File: src/rtl/block_copy_ctrl.sv
// Block-transfer controller: copies len words from a synchronous-read source into a
// destination RAM, or fills it with a constant, with abort and a busy/done handshake.
module block_copy_ctrl #(
  parameter int ADDR_W = 4,
  parameter int DATA_W = 8,
  parameter int LEN_W  = 5,
  parameter int RD_LAT = 1
) (
  input  logic              clk,
  input  logic              rst,
  input  logic              start_sig,
  input  logic              abort,
  input  logic              mode,
  input  logic [ADDR_W-1:0] src_base,
  input  logic [ADDR_W-1:0] dst_base,
  input  logic [LEN_W-1:0]  len,
  input  logic [DATA_W-1:0] fill_value,
  output logic              rd_en,
  output logic [ADDR_W-1:0] rd_addr,
  input  logic [DATA_W-1:0] rd_data,
  output logic              write_en,
  output logic [ADDR_W-1:0] ram_addr,
  output logic [DATA_W-1:0] wr_data,
  output logic              busy,
  output logic              done_sig,
  output logic              aborted,
  output logic [LEN_W-1:0]  words_done
);

  localparam logic [1:0] S_IDLE  = 2'd0;
  localparam logic [1:0] S_RUN   = 2'd1;
  localparam logic [1:0] S_DRAIN = 2'd2;
  localparam logic [1:0] S_DONE  = 2'd3;

  logic [1:0]                    r_state;
  logic                          r_mode;
  logic [DATA_W-1:0]             r_fill;
  logic [LEN_W-1:0]              r_rem;
  logic [2:0]                    r_drn;
  logic                          r_iss;
  logic [ADDR_W-1:0]             r_src_a;
  logic [ADDR_W-1:0]             r_dst_a;
  logic [ADDR_W-1:0]             r_ram_hold;
  logic                          r_aborted;
  logic [LEN_W-1:0]              r_words;
  logic [RD_LAT-1:0]             r_vld_sr;
  logic [RD_LAT-1:0][ADDR_W-1:0] r_da_sr;

  logic                          w_start;
  logic                          w_kill;
  logic                          w_rd_iss;
  logic                          w_we;
  logic [ADDR_W-1:0]             w_wa;
  logic [RD_LAT:0]               w_vld_pipe;
  logic [RD_LAT:0][ADDR_W-1:0]   w_da_pipe;

  assign w_start  = (r_state == S_IDLE) && start_sig;
  assign w_kill   = abort && ((r_state == S_RUN) || (r_state == S_DRAIN));
  assign w_rd_iss = r_iss && !r_mode;

  // Stage 0 is the read being issued this cycle; stage RD_LAT lines up with rd_data.
  assign w_vld_pipe = {r_vld_sr, w_rd_iss};
  assign w_da_pipe  = {r_da_sr, r_dst_a};

  // Fill writes come straight from the issue stage; copy writes from the pipe tail.
  assign w_we = r_mode ? r_iss   : w_vld_pipe[RD_LAT];
  assign w_wa = r_mode ? r_dst_a : w_da_pipe[RD_LAT];

  assign rd_en      = w_rd_iss;
  assign rd_addr    = r_src_a;
  assign write_en   = w_we;
  assign ram_addr   = w_we ? w_wa : r_ram_hold;
  assign wr_data    = w_we ? (r_mode ? r_fill : rd_data) : '0;
  assign busy       = (r_state != S_IDLE);
  assign done_sig   = (r_state == S_DONE);
  assign aborted    = r_aborted;
  assign words_done = r_words;

  always_ff @(posedge clk) begin
    if (rst) begin
      r_state   <= S_IDLE;
      r_mode    <= 1'b0;
      r_fill    <= '0;
      r_rem     <= '0;
      r_drn     <= '0;
      r_iss     <= 1'b0;
      r_src_a   <= '0;
      r_dst_a   <= '0;
      r_aborted <= 1'b0;
    end else begin
      case (r_state)
        S_IDLE: begin
          if (start_sig) begin
            r_mode    <= mode;
            r_fill    <= fill_value;
            r_aborted <= 1'b0;
            r_dst_a   <= dst_base;
            if (len == '0) begin
              r_state <= S_DONE;
            end else begin
              r_state <= S_RUN;
              r_iss   <= 1'b1;
              r_rem   <= len - LEN_W'(1);
              // rd_addr only moves when a copy will actually read
              if (!mode) r_src_a <= src_base;
            end
          end
        end
        S_RUN: begin
          if (abort) begin
            r_state   <= S_DONE;
            r_iss     <= 1'b0;
            r_aborted <= 1'b1;
          end else if (r_rem == '0) begin
            r_iss <= 1'b0;
            if (r_mode) begin
              r_state <= S_DONE;
            end else begin
              r_state <= S_DRAIN;
              r_drn   <= 3'(RD_LAT - 1);
            end
          end else begin
            r_rem   <= r_rem - LEN_W'(1);
            r_dst_a <= r_dst_a + ADDR_W'(1);
            if (!r_mode) r_src_a <= r_src_a + ADDR_W'(1);
          end
        end
        S_DRAIN: begin
          if (abort) begin
            r_state   <= S_DONE;
            r_aborted <= 1'b1;
          end else if (r_drn == '0) begin
            r_state <= S_DONE;
          end else begin
            r_drn <= r_drn - 3'd1;
          end
        end
        S_DONE:  r_state <= S_IDLE;
        default: r_state <= S_IDLE;
      endcase
    end
  end

  // Abort and reset both discard whatever reads are still in flight.
  always_ff @(posedge clk) begin
    if (rst || w_kill) begin
      r_vld_sr <= '0;
      r_da_sr  <= '0;
    end else begin
      r_vld_sr <= w_vld_pipe[RD_LAT-1:0];
      r_da_sr  <= w_da_pipe[RD_LAT-1:0];
    end
  end

  always_ff @(posedge clk) begin
    if (rst) begin
      r_words    <= '0;
      r_ram_hold <= '0;
    end else begin
      if (w_start)   r_words <= '0;
      else if (w_we) r_words <= r_words + LEN_W'(1);
      if (w_we) r_ram_hold <= w_wa;
    end
  end

endmodule

File: config.mk
export PLATFORM = sky130hd
export DESIGN_NAME = block_copy_ctrl
export DESIGN_NICKNAME = d
export VERILOG_FILES = /design/src/rtl/block_copy_ctrl.sv
export SDC_FILE = /design/constraint.sdc
export NUM_CORES = 1
export LEC_CHECK = 0
export ABC_AREA = 1
export CAP_MARGIN = 20
export CELL_PAD_IN_SITES_DETAIL_PLACEMENT = 0
export CELL_PAD_IN_SITES_GLOBAL_PLACEMENT = 1
export CORE_MARGIN = 2
export CORE_UTILIZATION = 37
export DETAILED_ROUTE_END_ITERATION = 16
export PLACE_DENSITY = 0.82
export SYNTH_ARGS = -nofsm -noshare
export SYNTH_HDL_FRONTEND = slang
export SYNTH_SLANG_ARGS = --single-unit
File: constraint.sdc
create_clock -name clk -period 3.9 [get_ports clk]
set_input_delay 0.78 -clock clk [delete_from_list [all_inputs] [get_ports clk]]
set_output_delay 0.78 -clock clk [all_outputs]
set_load 0.1 [all_outputs]
==> images/met1.png <==
Scale bar: 20 um. Cells faint in the background.
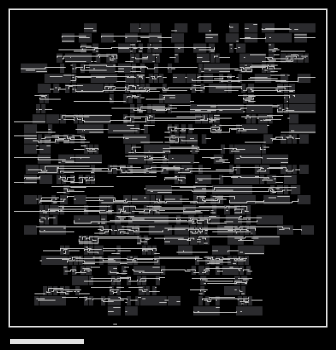
main direction = horizontal
nets with wire on the layer = 431
longest straight run = 29.4 um
routed via count: 2370
met1 Usage GRT: 23.0%
Post-Route WL: 5.89 mm

==> images/met2.png <==
Cells faint in the background.
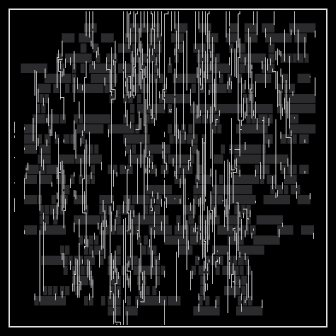
longest straight run = 39.1 um
nets with wire on the layer = 346
wire length on this layer = 2680 um

==> images/met3.png <==
Scale bar: 20 um. Cells faint in the background.
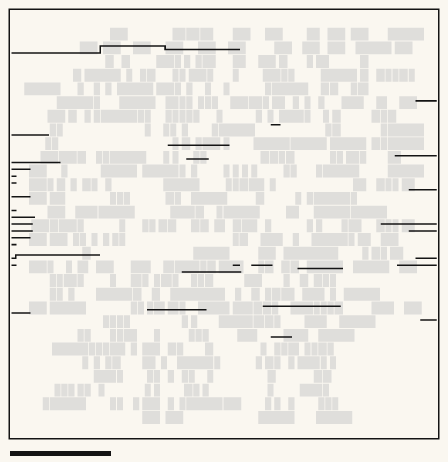
nets with wire on the layer = 30
main direction = horizontal
wire length on this layer = 232 um
longest straight run = 17.5 um

==> images/final_placement.png <==
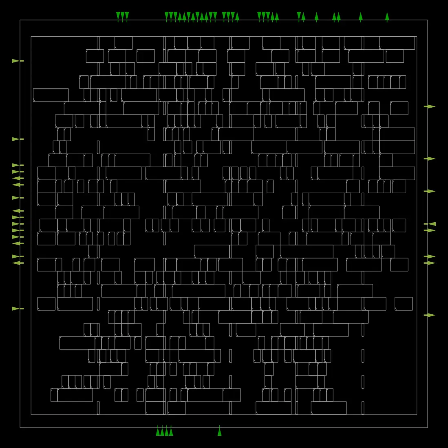
flip-flops: 43
number of fill cells: 672
final core occ: 49.9%
core area: 6350 um^2

==> results.yml <==
# physical design summary
critical_path:
  cp.required_ns: 3.12
  crit_path_max_fanout: 23
  r2r_slack_ns: 1.63
  crit_slowest_cell: "dfxtp_1"
  path_cells: "inv_2 -> nand2_1 -> nand2_1 -> o211ai_1 -> o21ai_0 -> inv_1 -> buf_4"
  startpoint_type: "register"
  timing.rr.end: "r_rem[4]$_SDFFE_PP0P_"
  path_buffers: 3
  reg2reg_depth: 11
  cp-end-kind: "primary output"
  cp_top_family: "flip-flops"
  max_stage_delay_ns: 0.62
  cp_common_cell: "nand2_1"
  worstSetupPathType: "reg -> out"
  critPathCapture: "ram_addr[3]"
  crit_cells: 7
  arrival_ns: 2.41
  r2r_start: "r_state[0]$_SDFFE_PP0P_"
  cp-startpoint: "r_mode$_SDFFE_PP0P_"
power:
  p_int_mw: 1.20
  p_sw_mw: 1.26
  pwr-share-comb_pct: 56.6
  swShare_pct: 51.3
  seqPwrFrac_pct: 26.8
  power_density_nw_per_um2: 775
  ir_worst_vdd_uv: 417
  leakagePower_nw: 1.55
  clkPwrFrac_pct: 16.6
global_route:
  grt_max_degree: 25
  grt_pass1_vias: 2259
  grt_pass1_wl_mm: 10.4
  antenna_found_initial: 0
  gr-total-overflow: 0
  grt.total_usage_pct: 17.7
detailed_routing:
  route.detailed.drc: 0
  dr.pass1.iters: 4
  detail-route-antenna-nets: 0
  routed_via_density: 4.66
  wl_per_cell_um: 11.6
  drtIter0Drc: 90
floorplan:
  ioPinCount: 60
  dieWidth_um: 85.0
  initial_utilization_pct: 38.3
  dieArea_um2: 7230
  rows: 29
  dieHeight_um: 85.0
layout:
  fin_cells: 509
  layout_top_cell: "nand2_1"
  most-common-layout-cells: "nand2_1 (104), nor2_1 (62), inv_1 (48), clkdlybuf4s50_1 (45), dfxtp_1 (43)"
  antennaDiodeCount: 0
  drive_above_1_share_pct: 8.56
  final_nets: 475
  syn_to_final_growth_pct: 30.3
clock_network:
  cts-resized-gates: 0
  clock-root-buffer: "clkbuf_8"
  h-tree-depth: 2
  cts_tree: "built"
  cts_inserted_buffers: 5
  clk_path_buf_depth: 2
  clk_latency_ns: 0.29
  clkTransAtPathRegs_ns: 0.08
  cts_hold_buf: 0
  cts.sinks: 43
  post_cts_buffers: 0
final_timing:
  relSlewSlack_pct: 35.1
  skew_ns: 0.00578
  slew_viol_final: 0
  setup_tns_ns: 0
  tightest_slew_ns: 0.971
  timing.hold.ws_ns: 0.465
  min_period_ns: 3.19
  max_freq_mhz: 313
  grt_setup_unrepaired: "no"
  fin_crit_sh_pct: 81.9
  finalSetupViolations: 0
  hold_viol: 0
run:
  tool_warnings: 30
  drv_cap: 0
placement:
  io_buffer_count: 59
  dp_hpwl_mm: 4.44
  place_congestion: 0.790
  placed_cells: 501
synthesis:
  synth_area_um2: 2430
  yosysCellCount: 374
  avgSynthCellArea_um2: 6.50
  synthCells: 374
  yosysTopAreaCell: "dfxtp_1"
  ys_async_sr_fraction_pct: 0
  ff_type: "dfxtp_1"
  ys_chip_area_um2: 2430
  ys_seq_share_pct: 35.4
  ys_top_cells_by_area: "dfxtp_1 (35%), nand2_1 (16%), nor2_1 (9.6%)"
  most_common_cell: "nand2_1"
  ys_ff: 43
  syn_nets: 418
  yosys_warnings: 0
  common_cells: "nand2_1 (104), nor2_1 (62), inv_1 (48)"
  edf_count: 0
  synth_cell_type_count: 33
  top_cell_area_share_pct: 35.4
run_status:
  run_status: "finished, final reports clean"
hold_path:
  min_from: "r_drn[1]$_SDFFE_PP0P_"
  holdPathStages: 2
  min_to: "r_drn[1]$_SDFFE_PP0P_"
  hp-class: "reg -> reg"
==> flip-flops by register name, indices dropped and copies added (netlist names) <==
signal and cells:
words_done 5, rd_addr 4, r_mode 1, r_da_sr 4
r_vld_sr 1, r_fill 8, r_dst_a 4, r_rem 5
r_state 2, r_ram_hold 4, r_iss 1, r_drn 3
aborted 1
==> metrics by stage <==
stage / setup WS [ns] / power [mW] / area (um^2)
CTS: 0.695 / 2.48 / 3170
floorplan: 1.30 / 1.78 / 2430
detailed placement: 1.01 / 2.06 / 3030
global placement: 1.10 / 2.05 / 3030
finish: 0.708 / 2.45 / 3170
global route: 0.352 / 2.65 / 3170
==> metal layers <==
metal,track usage (%),part of all wire [%],up-vias
met4,6.93,1.4,0
met3,3.11,3.9,5
met2,29.0,45,40
li1,-,-,1277
met1,23.0,49,1048
met5,0,0,-
==> cell type report <==
class                      instances  area, um^2  share of cell area, %
clock buffer                       6        72.6                   2.29
clock inverter                     2        60.1                   1.90
multi-input combinational        268        1310                   41.4
inverter                          52         195                   6.17
sequential                        43         861                   27.2
timing repair buffer              61         571                   18.0
tap                               77        96.3                   3.04
==> power groups by stage <==
stage               combinational (mW)  clock [mW]  sequential (mW)
finish                            1.39       0.407            0.658
global route                      1.54       0.440            0.676
global placement                  1.39           0            0.666
CTS                               1.40       0.419            0.658
detailed placement                1.40           0            0.668
floorplan                        0.976           0            0.805
==> logic make-up after synthesis <==
group,Yosys count,share of synthesized area [%]
multiplexers,1,0.412
XOR/XNOR,4,1.44
buffers and inverters,63,10.7
flip-flops,43,35.4
AND-OR/OR-AND,50,11.5
adder cells (fa/ha/maj),10,5.15
AND/OR/NAND/NOR,203,35.4
Power figures rest on the tool's default switching activity, not on a simulated workload.
